**src/rtl/operand_fetch.sv**
```systemverilog
`default_nettype none
// ============================================================================
//  Module   : operand_fetch
//  Purpose  : Accepts decoded instructions, tracks pending destination
//             writes on a per-register busy scoreboard, stalls on RAW/WAW
//             hazards, reads both source operands from a registered
//             register file and presents them as a held operand bundle.
//             Writebacks pass straight through to the register file and
//             clear the matching busy bit.
//  Revision : 1.0  initial release
// ============================================================================
module operand_fetch #(
  parameter int DATA_W = 16,
  parameter int ADDR_W = 5
) (
  input  logic              clk,
  input  logic              reset,
  // decoded-instruction request
  input  logic              req_valid,
  output logic              req_ready,
  input  logic [ADDR_W-1:0] req_rs_a,
  input  logic [ADDR_W-1:0] req_rs_b,
  input  logic              req_use_a,
  input  logic              req_use_b,
  input  logic              req_wr,
  input  logic [ADDR_W-1:0] req_rd,
  // operand bundle
  output logic              op_valid,
  input  logic              op_ready,
  output logic [DATA_W-1:0] op_a,
  output logic [DATA_W-1:0] op_b,
  output logic [ADDR_W-1:0] op_rd,
  output logic              op_wr,
  // writeback
  input  logic              wb_valid,
  input  logic [ADDR_W-1:0] wb_addr,
  input  logic [DATA_W-1:0] wb_data,
  // register file
  output logic              rf_read_a,
  output logic              rf_read_b,
  output logic [ADDR_W-1:0] rf_a_addr,
  output logic [ADDR_W-1:0] rf_b_addr,
  input  logic [DATA_W-1:0] rf_a_out,
  input  logic [DATA_W-1:0] rf_b_out,
  output logic              rf_write,
  output logic [ADDR_W-1:0] rf_w_addr,
  output logic [DATA_W-1:0] rf_d_in
);

  localparam int NREG = 1 << ADDR_W;

  typedef enum logic [1:0] {
    IDLE    = 2'd0,
    WAIT_RF = 2'd1,
    HOLD    = 2'd2
  } state_t;

  state_t              state_q, state_d;
  logic [NREG-1:0]     busy_q, busy_d;
  logic                use_a_q, use_a_d;
  logic                use_b_q, use_b_d;
  logic [ADDR_W-1:0]   rs_a_q, rs_a_d;
  logic [ADDR_W-1:0]   rs_b_q, rs_b_d;
  logic [ADDR_W-1:0]   rd_q, rd_d;
  logic                wr_q, wr_d;
  logic [DATA_W-1:0]   op_a_q, op_a_d;
  logic [DATA_W-1:0]   op_b_q, op_b_d;
  logic [ADDR_W-1:0]   op_rd_q, op_rd_d;
  logic                op_wr_q, op_wr_d;

  logic                hazard;
  logic                accept;

  // Hazard: a needed source or the destination still has a write in flight.
  always_comb begin
    hazard = (req_use_a && busy_q[req_rs_a]) ||
             (req_use_b && busy_q[req_rs_b]) ||
             (req_wr    && busy_q[req_rd]);
  end

  // Handshake, register-file read/write strobes and output pass-throughs.
  always_comb begin
    req_ready = ((state_q == IDLE) || ((state_q == HOLD) && op_ready)) &&
                !hazard && !reset;
    accept    = req_valid && req_ready;
    rf_read_a = accept && req_use_a;
    rf_read_b = accept && req_use_b;
    rf_a_addr = req_rs_a;
    rf_b_addr = req_rs_b;
    rf_write  = wb_valid && (wb_addr != '0) && !reset;
    rf_w_addr = wb_addr;
    rf_d_in   = wb_data;
    op_valid  = (state_q == HOLD);
    op_a      = op_a_q;
    op_b      = op_b_q;
    op_rd     = op_rd_q;
    op_wr     = op_wr_q;
  end

  // Scoreboard update: writeback clears first so a same-edge set wins.
  always_comb begin
    busy_d = busy_q;
    if (rf_write) begin
      busy_d[wb_addr] = 1'b0;
    end
    if (accept && req_wr && (req_rd != '0)) begin
      busy_d[req_rd] = 1'b1;
    end
    busy_d[0] = 1'b0;
  end

  // Next state, request latch and operand bundle capture.
  always_comb begin
    state_d = state_q;
    use_a_d = use_a_q;
    use_b_d = use_b_q;
    rs_a_d  = rs_a_q;
    rs_b_d  = rs_b_q;
    rd_d    = rd_q;
    wr_d    = wr_q;
    op_a_d  = op_a_q;
    op_b_d  = op_b_q;
    op_rd_d = op_rd_q;
    op_wr_d = op_wr_q;

    if (accept) begin
      use_a_d = req_use_a;
      use_b_d = req_use_b;
      rs_a_d  = req_rs_a;
      rs_b_d  = req_rs_b;
      rd_d    = req_rd;
      wr_d    = req_wr;
    end

    case (state_q)
      IDLE: begin
        if (accept) begin
          state_d = WAIT_RF;
        end
      end
      WAIT_RF: begin
        // Register-file data arrives this cycle; register 0 and unused
        // operands are forced to zero regardless of what the RF returns.
        op_a_d  = (use_a_q && (rs_a_q != '0)) ? rf_a_out : '0;
        op_b_d  = (use_b_q && (rs_b_q != '0)) ? rf_b_out : '0;
        op_rd_d = rd_q;
        op_wr_d = wr_q;
        state_d = HOLD;
      end
      HOLD: begin
        if (op_ready) begin
          state_d = accept ? WAIT_RF : IDLE;
        end
      end
      default: begin
        state_d = IDLE;
      end
    endcase
  end

  // State, scoreboard and bundle registers with synchronous reset.
  always_ff @(posedge clk) begin
    if (reset) begin
      state_q <= IDLE;
      busy_q  <= '0;
      use_a_q <= 1'b0;
      use_b_q <= 1'b0;
      rs_a_q  <= '0;
      rs_b_q  <= '0;
      rd_q    <= '0;
      wr_q    <= 1'b0;
      op_a_q  <= '0;
      op_b_q  <= '0;
      op_rd_q <= '0;
      op_wr_q <= 1'b0;
    end else begin
      state_q <= state_d;
      busy_q  <= busy_d;
      use_a_q <= use_a_d;
      use_b_q <= use_b_d;
      rs_a_q  <= rs_a_d;
      rs_b_q  <= rs_b_d;
      rd_q    <= rd_d;
      wr_q    <= wr_d;
      op_a_q  <= op_a_d;
      op_b_q  <= op_b_d;
      op_rd_q <= op_rd_d;
      op_wr_q <= op_wr_d;
    end
  end

endmodule
`default_nettype wire

```
**config.mk**
```make
export PLATFORM = sky130hd
export DESIGN_NAME = operand_fetch
export DESIGN_NICKNAME = d
export VERILOG_FILES = /design/src/rtl/operand_fetch.sv
export SDC_FILE = /design/constraint.sdc
export NUM_CORES = 1
export LEC_CHECK = 0
export CORE_MARGIN = 1.5
export CORE_UTILIZATION = 45
export CTS_CLUSTER_DIAMETER = 50
export DETAILED_ROUTE_END_ITERATION = 8
export GPL_TIMING_DRIVEN = 1
export PLACE_DENSITY_LB_ADDON = 0.15
export REMOVE_ABC_BUFFERS = 1
export SYNTH_ARGS = -nofsm -noshare
export SYNTH_HDL_FRONTEND = slang
export SYNTH_SLANG_ARGS = --single-unit
```
**constraint.sdc**
```tcl
create_clock -name clk -period 3.85 [get_ports clk]
set_input_delay 0.77 -clock clk [delete_from_list [all_inputs] [get_ports clk]]
set_output_delay 0.77 -clock clk [all_outputs]
set_load 0.05 [all_outputs]
```
==> PnR_summary.wiki, run 1 <==
== Flow metrics ==
{| class="wikitable"
! Metric !! Value
|-
| Status || complete, no violations
|-
| Pins over their slew limit || 0
|-
| Logic area || 2510 sq um
|-
| Sequential logic power || between 0.0009 and 0.001 W
|-
| Yosys stat area || 4690 sq um
|-
| Critical path class || primary input to output port
|-
| Number of endpoints with negative hold slack in the final report || 0
|-
| Share of the final layout cell area in sequential cells || a little under 30%
|-
| Largest incremental delay on the critical path || 0.53 ns
|-
| Share of the yosys chip area belonging to registers || between 30 and 40%
|-
| Ys flop type || dfxtp_1
|-
| Boundary pin count || 150
|-
| Site row count || 37
|-
| Synthesized instance count || 539
|-
| Clock group || 0.000681 W
|-
| Filler instances || 921
|-
| Via density || 5.83
|-
| Number of DRC violations after detailed routing || 0
|-
| Pwr Density || 327 nW/um^2
|-
| Maximum clock rate || 0.267 GHz
|-
| Number of max-capacitance violations reported || 0
|-
| Post-synth design cell area || 4690 sq um
|}
-- run 1: what timing repair did --
action | CTS | global route
resized | 2 | 8
setup endpoints to repair | 2 | 2
hold buffers | 0 | 0
buffers inserted | 2 | 3
pin swaps | 2 | 5
-- run 1: state kept, by name, indices dropped and copies added (netlist names) --
signal / flops
busy_q: 31
op_a: 16
op_b: 16
op_rd: 5
op_wr: 1
rd_q: 5
rs_a_q: 5
rs_b_q: 5
state_q: 2
use_a_q: 1
use_b_q: 1
wr_q: 1
-- run 1: cells by family (layout without fill, tap and decap cells) --
logic type	count (synthesis)	in the layout	synth area share, %
AOI/OAI and AO/OA	131	131	18.9
buffers and inverters	84	174	9.58
muxes	59	59	14.6
DFF	89	89	38.0
and+or+nand+nor	176	176	18.9
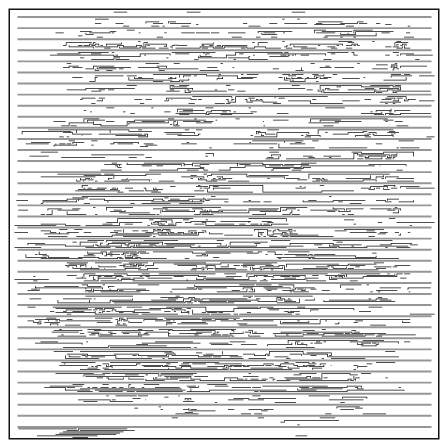
Run 1: met1 routing
Supply wires on this layer in grey.
620 nets have wire on it. The longest straight run is 30.4 um.

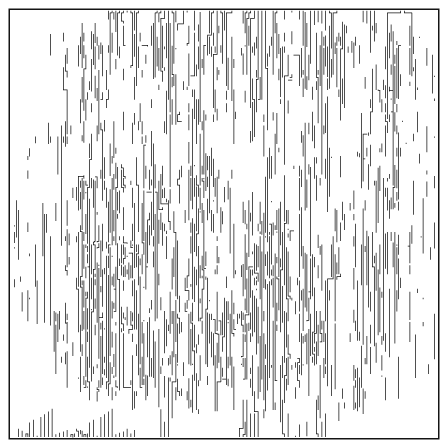
Run 1: signal wires on met2
The longest straight run is 41.3 um. 600 nets have wire on it. The wires run mostly vertical.

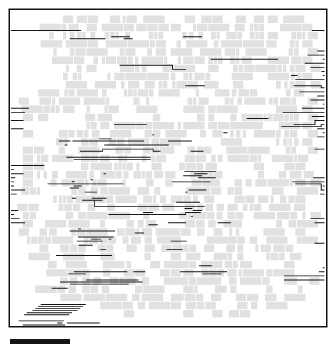
Run 1: met3 routing
Bar = 20 um.
The layer holds 7.1% of the routed length. The wires run mostly horizontal. 107 nets have wire on it. The layer carries 1,010 um of wire.

==> run 2: changes to the inputs <==
Settings changed: TNS_END_PERCENT set to 100.
==> run 2 against run 1 <==
Against the previous run: critical path depth did not move; clock skew unchanged; clock-buffer cell count did not move; final cell count is the same; flip-flop count unchanged; largest power group unchanged; register-to-register slack is essentially flat; first-iteration DRC count unchanged; hold slack is the same; die size unchanged; non-clock buffer count did not move; critical endpoint unchanged; clock power is essentially flat; highest routed layer unchanged; fmax stayed put.
==> PnR_summary.wiki, run 2 <==
== Flow metrics ==
{| class="wikitable"
! Metric !! Value
|-
| Compound-cell area share of the yosys netlist || 18.9% (unchanged)
|-
| Status || complete, no violations
|-
| Share of the final layout cell area in sequential cells || 28.9% (unchanged)
|-
| Post-CTS setup-driven buffer insertion count || 2 (unchanged)
|-
| Via density || 5.83 (unchanged)
|-
| Largest incremental delay on the critical path || 0.53 ns (about the same)
|-
| Ys flop type || dfxtp_1
|-
| Pwr Density || 327 nW/um^2 (unchanged)
|-
| Boundary pin count || 150 (unchanged)
|-
| Xor and xnor area share after synthesis || 0% (unchanged)
|-
| Filler instances || 921 (unchanged)
|-
| Number of endpoints with negative hold slack in the final report || 0 (unchanged)
|-
| Largest logic family || simple AND/OR/NAND/NOR gates
|-
| Synthesized instance count || 539 (unchanged)
|-
| Site row count || 37 (unchanged)
|-
| Number of DRC violations after detailed routing || 0 (unchanged)
|-
| Share of the yosys chip area belonging to registers || 38.0% (unchanged)
|-
| Post-synth design cell area || 4690 sq um (unchanged)
|-
| Register name with the most flops || busy_q
|-
| Synthesized-area fraction occupied by and/or/nand/nor cells || 18.9% (unchanged)
|-
| Number of max-capacitance violations reported || 0 (unchanged)
|-
| Logic area || 2510 sq um (unchanged)
|-
| Flip-flop count of the largest register, all copies and words added || 31 (unchanged)
|}
run 2: cell counts in the layout (fill, tap and decap cells not counted):
Identical to the previous run, type by type.
run 2: per-stage QoR:
stage               instance area (sq um)  power, W
floorplan                            4280   0.00111
global placement                     5870   0.00134
detailed placement                   5870   0.00134
CTS                                  6090   0.00202
global route                         6160   0.00209
finish                               6160   0.00201
run 2: where the power goes:
part | internal, W | switching, W
clock network | 0.000310 | 0.000371
logic | 0.000161 | 0.000217
registers | 0.000943 | 0.0000122
total | 0.00141 | 0.000600
run 2: worst max path at each step:
stage	to	cells past startpoint
finish	req_ready	7
global route	rf_read_a	9
CTS	rf_read_b	10
detailed placement	rf_read_b	9
global placement	rf_read_b	9
floorplan	rf_read_a	6
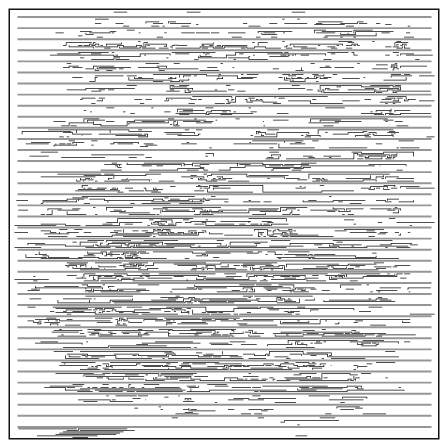
Run 2: met1 routing
Supply wires on this layer in grey.
The layer holds 44% of the routed length. The layer carries 6,290 um of wire.

==> run 3: changes to the inputs <==
Settings changed: ABC_CLOCK_PERIOD_IN_PS set to 3850, GPL_ROUTABILITY_DRIVEN set to 0, SLEW_MARGIN set to 20.
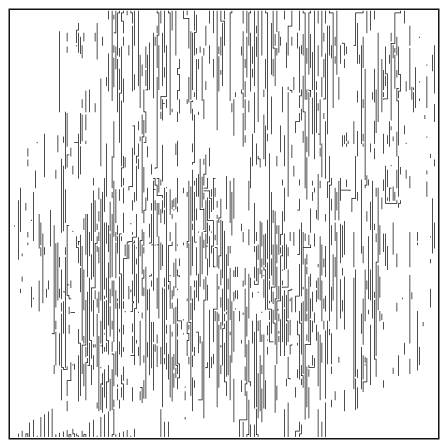
Run 3: signal wires on met2
The longest straight run is 39.6 um. The layer holds 48% of the routed length. 607 nets have wire on it. The layer carries 6,660 um of wire. The wires run mostly vertical.

==> run 3 against run 2 <==
Against the previous run: setup slack improved by 0.00057 ns; total power grew 0.24%; flip-flop count stayed put; first-iteration DRC count down 1.4%; synthesized cell count did not move; hold slack lost 0.0050 ns; sequential share of layout area decreased by 0.076 points; final cell count increased by 0.13%; sequential power barely moved; synthesized area did not move; critical path depth up 3; clock power grew 0.9%.
==> PnR_summary.wiki, run 3 <==
== Flow metrics ==
{| class="wikitable"
! Metric !! Value
|-
| Status || complete, no violations
|-
| Switching share of power || 29.7% (-0.078 points)
|-
| Flip-flop count of the largest register, all copies and words added || 31 (unchanged)
|-
| Post-route standard cell area excluding fillers || 6180 sq um (+0.26%)
|-
| Pint || 0.00142 W (+0.35%)
|-
| Share of the yosys chip area belonging to registers || 38.0% (unchanged)
|-
| Pwr Density || 327 nW/um^2 (about the same)
|-
| Ys flop type || dfxtp_1
|-
| Cell Area, Placed || 5870 sq um (about the same)
|-
| Post-route insts no fill || between 700 and 800
|-
| Top cells by count, synth || dfxtp_1 (89), nand2_1 (65), nand3_1 (43)
|-
| Power after layout || 0.00202 W (+0.24%)
|-
| Launch point of the worst hold path || rd_q[3]$_SDFFE_PP0N_
|-
| Site row count || 37 (unchanged)
|-
| Number of endpoints with negative hold slack in the final report || 0 (unchanged)
|-
| Critical Path Stages || 10 (+3)
|-
| Pin slew with the least headroom to its limit || about 1 ns
|-
| Largest incremental delay on the critical path || 0.48 ns (-0.05 ns)
|-
| Net Switching || 0.000600 W (about the same)
|-
| Clock group || 0.000687 W (+0.9%)
|-
| Most frequent cell after synthesis || dfxtp_1
|-
| Share of the cycle needed by the critical path after routing || a little over nine tenths
|-
| Largest logic family || simple AND/OR/NAND/NOR gates
|-
| Post-synth design cell area || 4690 sq um (unchanged)
|-
| Sequential group share of total power || 47.3% (about the same)
|-
| Part of the power in combinational logic || 18.7% (about the same)
|-
| Diodes inserted || 0
|-
| Register name with the most flops || busy_q
|-
| Die extent in y || 105 um
|-
| Top contributor to total power || sequential cells
|-
| Xor and xnor area share after synthesis || 0% (unchanged)
|-
| Synthesized instance count || 539 (unchanged)
|-
| Synthesized-area fraction occupied by and/or/nand/nor cells || 18.9% (unchanged)
|-
| Min-Delay Endpoint || op_rd[3]$_SDFFE_PP0N_
|-
| Number of max-capacitance violations reported || 0 (unchanged)
|-
| Boundary pin count || 150 (unchanged)
|-
| Relative max-transition margin || between 30% and 40%
|-
| Filler instances || 897 (-2.6%)
|-
| Sequential logic power || 0.000955 W (about the same)
|-
| Final core area utilization || roughly 60%
|-
| Via density || 5.83 (about the same)
|-
| Unrepaired setup endpoints after global routing || no
|-
| Number of DRC violations after detailed routing || 0 (unchanged)
|}
==> run 3: routing by layer <==
layer	vias to the layer above	global-route usage, %	routed length [um]
met3	23	5.86	920
met4	0	7.14	230
li1	2104	-	-
met5	-	0	0
met1	2144	32.1	6070
met2	194	41.7	6660
==> run 3: final cells by class <==
class	count	area, sq um	share of cell area [%]
timing repair buffer	150	1470	23.8
tap	136	170	2.76
inverter	9	33.8	0.547
clock buffer	9	124	2.01
multi-input combinational	366	2510	40.6
clock inverter	7	87.6	1.42
sequential	89	1780	28.8
==> run 3: what timing repair did <==
action	in CTS	in global routing
pin swaps	0	3
endpoints found under the setup margin	2	3
gates resized	3	8
setup buffers	0	4
Power and IR drop assume default switching activity.
